Figure 1. Gate-type map (run 1).
Scale bar: 20 µm.
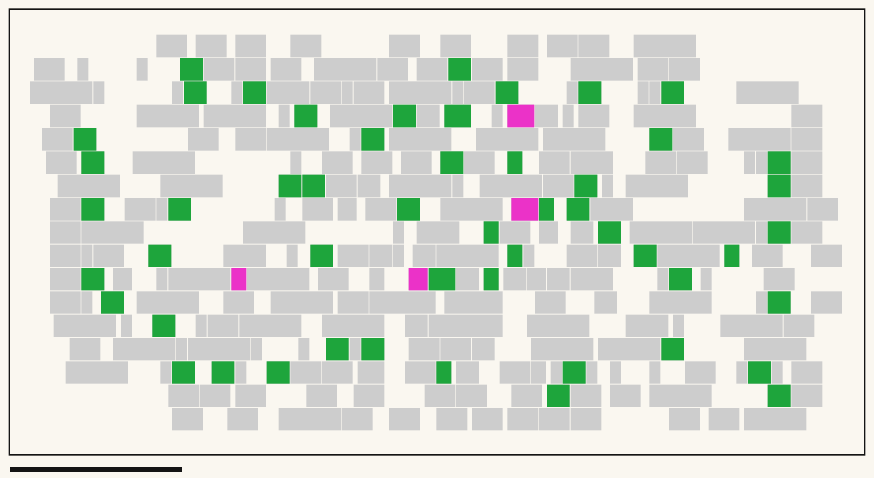
Figure 2. Track usage over the die (run 1).
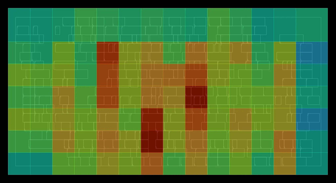
Figure 3. Cells coloured by class (run 1).
Scale bar: 20 µm.
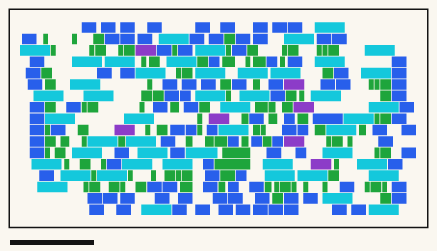
`config.mk`:
```
export PLATFORM = sky130hd
export DESIGN_NAME = ex_mem_stage_flat
export DESIGN_NICKNAME = d
export VERILOG_FILES = /design/src/rtl/ex_mem_if.sv /design/src/rtl/ex_mem_stage.sv /design/src/flat_wrapper.sv
export SDC_FILE = /design/constraint.sdc
export NUM_CORES = 1
export LEC_CHECK = 0
export ABC_AREA = 0
export CAP_MARGIN = 30
export CORE_ASPECT_RATIO = 0.5
export CORE_MARGIN = 2
export CORE_UTILIZATION = 37
export DETAILED_ROUTE_END_ITERATION = 7
export PLACE_DENSITY_LB_ADDON = 0.3
export SLEW_MARGIN = 25
export SYNTH_ARGS = -nofsm -noshare
export SYNTH_HDL_FRONTEND = slang
export SYNTH_SLANG_ARGS = --single-unit
```
`constraint.sdc`:
```
create_clock -name clk -period 1.76 [get_ports clk]
set_clock_uncertainty 0.05 [all_clocks]
set_input_delay 0.352 -clock clk [delete_from_list [all_inputs] [get_ports clk]]
set_output_delay 0.352 -clock clk [all_outputs]
set_load 0.01 [all_outputs]
```
`src/rtl/ex_mem_if.sv`:
```
// ex_mem_if: EX-to-MEM pipeline bus with pipeline control, captured fields and architectural status.
interface ex_mem_if #(parameter int DW = 16, parameter int RW = 4);
  logic          stall;
  logic          flush;
  logic          ex_valid;
  logic [3:0]    ex_opcode;
  logic [DW-1:0] ex_alu_result;
  logic          ex_ovfl;
  logic [RW-1:0] ex_rd;
  logic          ex_reg_wen;
  logic          ex_mem_wen;
  logic          ex_mem_ren;
  logic [DW-1:0] ex_store_data;
  logic          mem_valid;
  logic [3:0]    mem_opcode;
  logic [DW-1:0] mem_alu_result;
  logic [RW-1:0] mem_rd;
  logic          mem_reg_wen;
  logic          mem_mem_wen;
  logic          mem_mem_ren;
  logic [DW-1:0] mem_store_data;
  logic [2:0]    flags;
  logic          halted;
  modport master (
    output stall, flush, ex_valid, ex_opcode, ex_alu_result, ex_ovfl, ex_rd,
           ex_reg_wen, ex_mem_wen, ex_mem_ren, ex_store_data,
    input  mem_valid, mem_opcode, mem_alu_result, mem_rd, mem_reg_wen,
           mem_mem_wen, mem_mem_ren, mem_store_data, flags, halted
  );
  modport slave (
    input  stall, flush, ex_valid, ex_opcode, ex_alu_result, ex_ovfl, ex_rd,
           ex_reg_wen, ex_mem_wen, ex_mem_ren, ex_store_data,
    output mem_valid, mem_opcode, mem_alu_result, mem_rd, mem_reg_wen,
           mem_mem_wen, mem_mem_ren, mem_store_data, flags, halted
  );
endinterface

```
`src/rtl/ex_mem_stage.sv`:
```
// ex_mem_stage: EX/MEM pipeline register owning the N/V/Z flags, with stall, flush and sticky halt.
module ex_mem_stage #(parameter int DW = 16, parameter int RW = 4) (
  input logic    clk,
  input logic    rst_n,
  ex_mem_if.slave b
);
  logic hold, take, arith, logic_op, zero;
  always_comb begin
    hold     = b.stall && !b.flush && !b.halted;
    take     = b.ex_valid && !b.stall && !b.flush && !b.halted;
    arith    = b.ex_opcode inside {4'h0, 4'h1};
    logic_op = b.ex_opcode inside {4'h2, 4'h4, 4'h5, 4'h6};
    zero     = ~|b.ex_alu_result;
  end
  // A halted stage ignores stall: it keeps loading bubbles until reset.
  always_ff @(posedge clk)
    if (!rst_n) begin
      b.mem_valid      <= 1'b0;
      b.mem_opcode     <= 4'h0;
      b.mem_alu_result <= {DW{1'b0}};
      b.mem_rd         <= {RW{1'b0}};
      b.mem_reg_wen    <= 1'b0;
      b.mem_mem_wen    <= 1'b0;
      b.mem_mem_ren    <= 1'b0;
      b.mem_store_data <= {DW{1'b0}};
      b.flags          <= 3'b000;
      b.halted         <= 1'b0;
    end else if (!hold) begin
      b.mem_valid      <= take;
      b.mem_opcode     <= take ? b.ex_opcode : 4'h0;
      b.mem_alu_result <= take ? b.ex_alu_result : {DW{1'b0}};
      b.mem_rd         <= take ? b.ex_rd : {RW{1'b0}};
      b.mem_reg_wen    <= take && b.ex_reg_wen;
      b.mem_mem_wen    <= take && b.ex_mem_wen;
      b.mem_mem_ren    <= take && b.ex_mem_ren;
      b.mem_store_data <= take ? b.ex_store_data : {DW{1'b0}};
      b.flags          <= !take ? b.flags :
                          arith ? {b.ex_alu_result[DW-1], b.ex_ovfl, zero} :
                          logic_op ? {b.flags[2:1], zero} : b.flags;
      b.halted         <= b.halted || (take && b.ex_opcode == 4'hF);
    end
endmodule

```
`src/flat_wrapper.sv`:
```
// flat-port wrapper written by rule: the top's interface ports become plain ports
module ex_mem_stage_flat 
#(parameter int DW = 16, parameter int RW = 4)
  (clk, rst_n, b_stall, b_flush, b_ex_valid, b_ex_opcode, b_ex_alu_result, b_ex_ovfl, b_ex_rd, b_ex_reg_wen, b_ex_mem_wen, b_ex_mem_ren, b_ex_store_data, b_mem_valid, b_mem_opcode, b_mem_alu_result, b_mem_rd, b_mem_reg_wen, b_mem_mem_wen, b_mem_mem_ren, b_mem_store_data, b_flags, b_halted);
  ex_mem_if #(.DW(DW), .RW(RW)) b_i ();
  input logic clk;
  input logic rst_n;
  input wire logic [$bits(b_i.stall)-1:0] b_stall;
  input wire logic [$bits(b_i.flush)-1:0] b_flush;
  input wire logic [$bits(b_i.ex_valid)-1:0] b_ex_valid;
  input wire logic [$bits(b_i.ex_opcode)-1:0] b_ex_opcode;
  input wire logic [$bits(b_i.ex_alu_result)-1:0] b_ex_alu_result;
  input wire logic [$bits(b_i.ex_ovfl)-1:0] b_ex_ovfl;
  input wire logic [$bits(b_i.ex_rd)-1:0] b_ex_rd;
  input wire logic [$bits(b_i.ex_reg_wen)-1:0] b_ex_reg_wen;
  input wire logic [$bits(b_i.ex_mem_wen)-1:0] b_ex_mem_wen;
  input wire logic [$bits(b_i.ex_mem_ren)-1:0] b_ex_mem_ren;
  input wire logic [$bits(b_i.ex_store_data)-1:0] b_ex_store_data;
  output wire logic [$bits(b_i.mem_valid)-1:0] b_mem_valid;
  output wire logic [$bits(b_i.mem_opcode)-1:0] b_mem_opcode;
  output wire logic [$bits(b_i.mem_alu_result)-1:0] b_mem_alu_result;
  output wire logic [$bits(b_i.mem_rd)-1:0] b_mem_rd;
  output wire logic [$bits(b_i.mem_reg_wen)-1:0] b_mem_reg_wen;
  output wire logic [$bits(b_i.mem_mem_wen)-1:0] b_mem_mem_wen;
  output wire logic [$bits(b_i.mem_mem_ren)-1:0] b_mem_mem_ren;
  output wire logic [$bits(b_i.mem_store_data)-1:0] b_mem_store_data;
  output wire logic [$bits(b_i.flags)-1:0] b_flags;
  output wire logic [$bits(b_i.halted)-1:0] b_halted;
  assign b_i.stall = b_stall;
  assign b_i.flush = b_flush;
  assign b_i.ex_valid = b_ex_valid;
  assign b_i.ex_opcode = b_ex_opcode;
  assign b_i.ex_alu_result = b_ex_alu_result;
  assign b_i.ex_ovfl = b_ex_ovfl;
  assign b_i.ex_rd = b_ex_rd;
  assign b_i.ex_reg_wen = b_ex_reg_wen;
  assign b_i.ex_mem_wen = b_ex_mem_wen;
  assign b_i.ex_mem_ren = b_ex_mem_ren;
  assign b_i.ex_store_data = b_ex_store_data;
  assign b_mem_valid = b_i.mem_valid;
  assign b_mem_opcode = b_i.mem_opcode;
  assign b_mem_alu_result = b_i.mem_alu_result;
  assign b_mem_rd = b_i.mem_rd;
  assign b_mem_reg_wen = b_i.mem_reg_wen;
  assign b_mem_mem_wen = b_i.mem_mem_wen;
  assign b_mem_mem_ren = b_i.mem_mem_ren;
  assign b_mem_store_data = b_i.mem_store_data;
  assign b_flags = b_i.flags;
  assign b_halted = b_i.halted;
  ex_mem_stage #(.DW(DW), .RW(RW)) u_core (.clk(clk), .rst_n(rst_n), .b(b_i));
endmodule
```
==> Changelog: implementation, run 1 <==
### Metrics

- Pin count of the biggest net entering global routing: 32
- Seq_cells: 48
- Postcts setup bufs: 0
- M1 GR Usage: 22.4%
- Final #Nets: 328
- Num CTS Buffers: 5
- Share of cells above drive strength 1: 8.96%
- Logic pwr share: 13.9%
- Fillcell total: 368
- CP max FO: 3
- Post-Synthesis Cells: 175
- P_clk: 0.697 mW
- Drt wl/cell: 14.8 µm
- R2R depth: 3
- Clock tree buffer depth: 2
- First-pass GRT wire length: 7.62 mm
- Detail Route Antenna Nets: 0
- CTS Hold Buffers Added: 0
- Tap Count: 57
- GRT overflow: 0
- P_comb: 0.292 mW
- Root Buffer: clkbuf_8
- Htree depth: 2
- Power in sequential cells: 1.12 mW
- Int Power: 1.63 mW
- R2r setup slk: 0.12 ns
- Signal buf overhead: 37.5%
- Setup Crit Path Kind: input port to flip-flop
- Status: completed
- Most frequent logic cells in the routed design: clkdlybuf4s50_1 (96), dfxtp_1 (47), nor2_1 (46)
- Slew HR: 72.7%
- Worst Setup Start Kind: input port
- Final setup vio count: 0
- Ranking of synthesized cells by area: dfxtp_1 (57%), a22oi_1 (19%), nor2_1 (10%), buf_2 (1.8%), clkbuf_1 (1.3%)
- PD cells: 728 nW/µm²
- Leading cell kind: buffers
- Clock Sinks: 48
- Placed inst area: 2800 µm²
- Vias in the first global route: 1630
- Area added between synthesis and finish: 71.1%
- Chip Area, Yosys: 1690 µm²
- Total routed wirelength: 4.96 mm
- Routed length on met1: 2.04 mm
- Cell taking the most area after synthesis: dfxtp_1
- Hold Crit Class: flip-flop to flip-flop
- # placed instances: 329
Notes on Figure 1 above:
green -> inverting AOI/OAI gates  # cells 52, where all over the die
magenta -> NAND gates  # cells 4, where centre

Notes on Figure 2 above:
Global Route Usage Sum: 19.2%
met2 usage: 35.0%

Notes on Figure 3 above:
blue -> other buffers and delay cells  # cells 111
purple -> clock drivers and dummy loads  # cells 7
cyan -> flip-flops  # cells 48
green -> all other logic  # cells 113

==> run 1: worst max-delay path: stages <==
cell,delay (ns)
clkdlybuf4s50_1,0.43
or4b_1,0.58
o311ai_1,0.38
o21ai_1,0.13
==> run 1: logic make-up (layout without fill, tap and decap cells) <==
kind of cell,Yosys count,in the layout,share of synthesized area (%)
AOI/OAI and AO/OA,52,52,22.2
buffers and inverters,15,119,4.22
DFF,48,48,56.8
and+or+nand+nor,60,60,16.7
==> run 1: synthesized netlist by cell type, drive strengths merged <==
cell    number
buf          8
dfxtp       48
nor2        46
nand3        1
or3          1
nor3         2
nor4b        2
a22oi       43
nor4         2
clkbuf       6
or4b         1
nand4b       2
a41oi        1
nor3b        1
and2         1
inv          1
o21ai        3
a21oi        4
o311ai       1
nand4        1
Figure 4. Sequential cells grouped by signal name (run 1).
Scale bar: 20 µm. Other sequential cells in the stronger grey, the rest of the logic in the fainter grey.
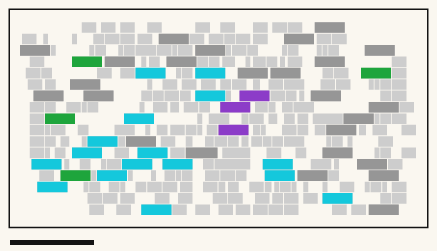

==> run 2: changes to the inputs <==
- CORE_ASPECT_RATIO: 0.5 -> unset
- SKIP_LAST_GASP: unset -> 1
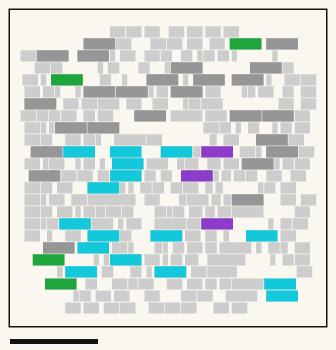
Figure 5: run 2, sequential cells grouped by signal name.
Scale bar: 20 µm. Other sequential cells in the stronger grey, the rest of the logic in the fainter grey.
green -> `u_core.b.mem_rd`  # sequential cells 4
cyan -> `u_core.b.mem_alu_result`  # sequential cells 16
purple -> `u_core.b.flags`  # sequential cells 3
not coloured = 25

==> run 2 against run 1 <==
Global-route usage is 0.65 points lower. Sequential power barely moved. Utilization is 2.7 points higher. Sequential share of layout area shrank 1.2 points. Fmax increased by 7.3%. Worst setup slack gained 0.12 ns. Wire length fell by 3.3%. Cell area up 3.7%. Largest power group unchanged.
==> Changelog: implementation, run 2 <==
### Metrics

- First-pass GRT wire length: 7.49 mm
- Num CTS Buffers: 5
- Count leader, synth: dfxtp_1
- Total routed wirelength: 4.80 mm
- Detail Route Antenna Nets: 0
- Worst Setup Start Kind: flip-flop
- Crit-path leading delay family: buffers and inverters
- Simple share: 16.7%
- Share of cells above drive strength 1: 9.57%
- Final setup vio count: 0
- Final GP Congestion: 0.808
- NetSw: 0.485 mW
- Most frequent logic cells in the routed design: clkdlybuf4s50_1 (96), dfxtp_1 (48), nor2_1 (46)
- Most instantiated cells after synthesis: dfxtp_1 (48), nor2_1 (46), a22oi_1 (43)
- R2R depth: 3
- Multiplexer share: 0%
- PD cells: 749 nW/µm²
- Yosys Instances: 175
- Worst path slowest cell: clkdlybuf4s50_1
- Worst path depth: 1
- Setup Crit Path Kind: flip-flop to output port
- Async SR Flop Fraction: 0%
- Logic pwr share: 13.8%
- Pin count of the biggest net entering global routing: 27
- Clock Sinks: 48
- Worst Path Buf+Inv: 1
- Fa+ha+maj area frac: 0%
- Vias in the first global route: 1650
- Slew HR: 77.3%
- Initial core utilization: 38.6%
- Postcts setup bufs: 0
- Chip Area, Yosys: 1690 µm²
- Flops & latches, synth: 48
- Global Route Usage Sum: 18.6%
- Post-synth EDFFs: 0
- GRT overflow: 0
- Regs by FF count: u_core.b.mem_alu_result x16, u_core.b.mem_store_data x16
- Clock tree buffer depth: 2
- Crit-path max cell delay: 0.55 ns
- Status: completed
- RSZ-0062 raised after global routing: no
- CTS Hold Buffers Added: 0
- Pwr top: sequential cells
- Post-Synthesis Cells: 175
- R2r setup slk: 0.28 ns
- Post-Place Setup Slack: -0.141 ns
- P_clk: 0.821 mW
- Drt wl/cell: 14.4 µm
- Dominant Register Cell: dfxtp_1
- Ranking of synthesized cells by area: dfxtp_1 (57%), a22oi_1 (19%), nor2_1 (10%), buf_2 (1.8%), clkbuf_1 (1.3%)
- Boundary Pins: 97
- CP cell instances: clkdlybuf4s50_1
- Die Size: 5130 µm²
- Finished Layout Cells: 334
- # placed instances: 326
- Fillcell total: 366
- Area added between synthesis and finish: 77.5%
- Root Buffer: clkbuf_8
- Int Power: 1.76 mW
- Cell taking the most area after synthesis: dfxtp_1
- Htree depth: 2
- CP max FO: 3
- Tool warnings: 26
- Synth logic family: AND-OR/OR-AND gates
- Power in sequential cells: 1.12 mW
- P_comb: 0.310 mW
- Final #Nets: 330
- Placed inst area: 2880 µm²
[run 2: cell counts after synthesis]
No cell type changed its count.
[run 2: worst register-to-register path: stages, from the launching register on]
cell	delay [ns]
dfxtp_1	0.34
or4b_1	0.58
o311ai_1	0.29
o21ai_1	0.11
[run 2: metal layers]
layer  up-vias  part of all wire, %  wire length (µm)  track usage, %
met5         -                    0                 0               0
met4         0                  1.9                93            6.71
met3         8                  9.0               430            7.88
met2        72                   49              2350            31.0
met1       805                   40              1930            21.2
li1        850                    -                 -               -
[run 2: final cells by class]
class	instances	area, µm²	area share (%)
clock inverter	2	38.8	1.29
multi-input combinational	112	673	22.4
sequential	48	961	32.0
clock buffer	6	82.6	2.75
tap	52	65.1	2.17
inverter	1	3.75	0.125
timing repair buffer	113	1180	39.2
Power figures rest on the tool's default switching activity, not on a simulated workload.
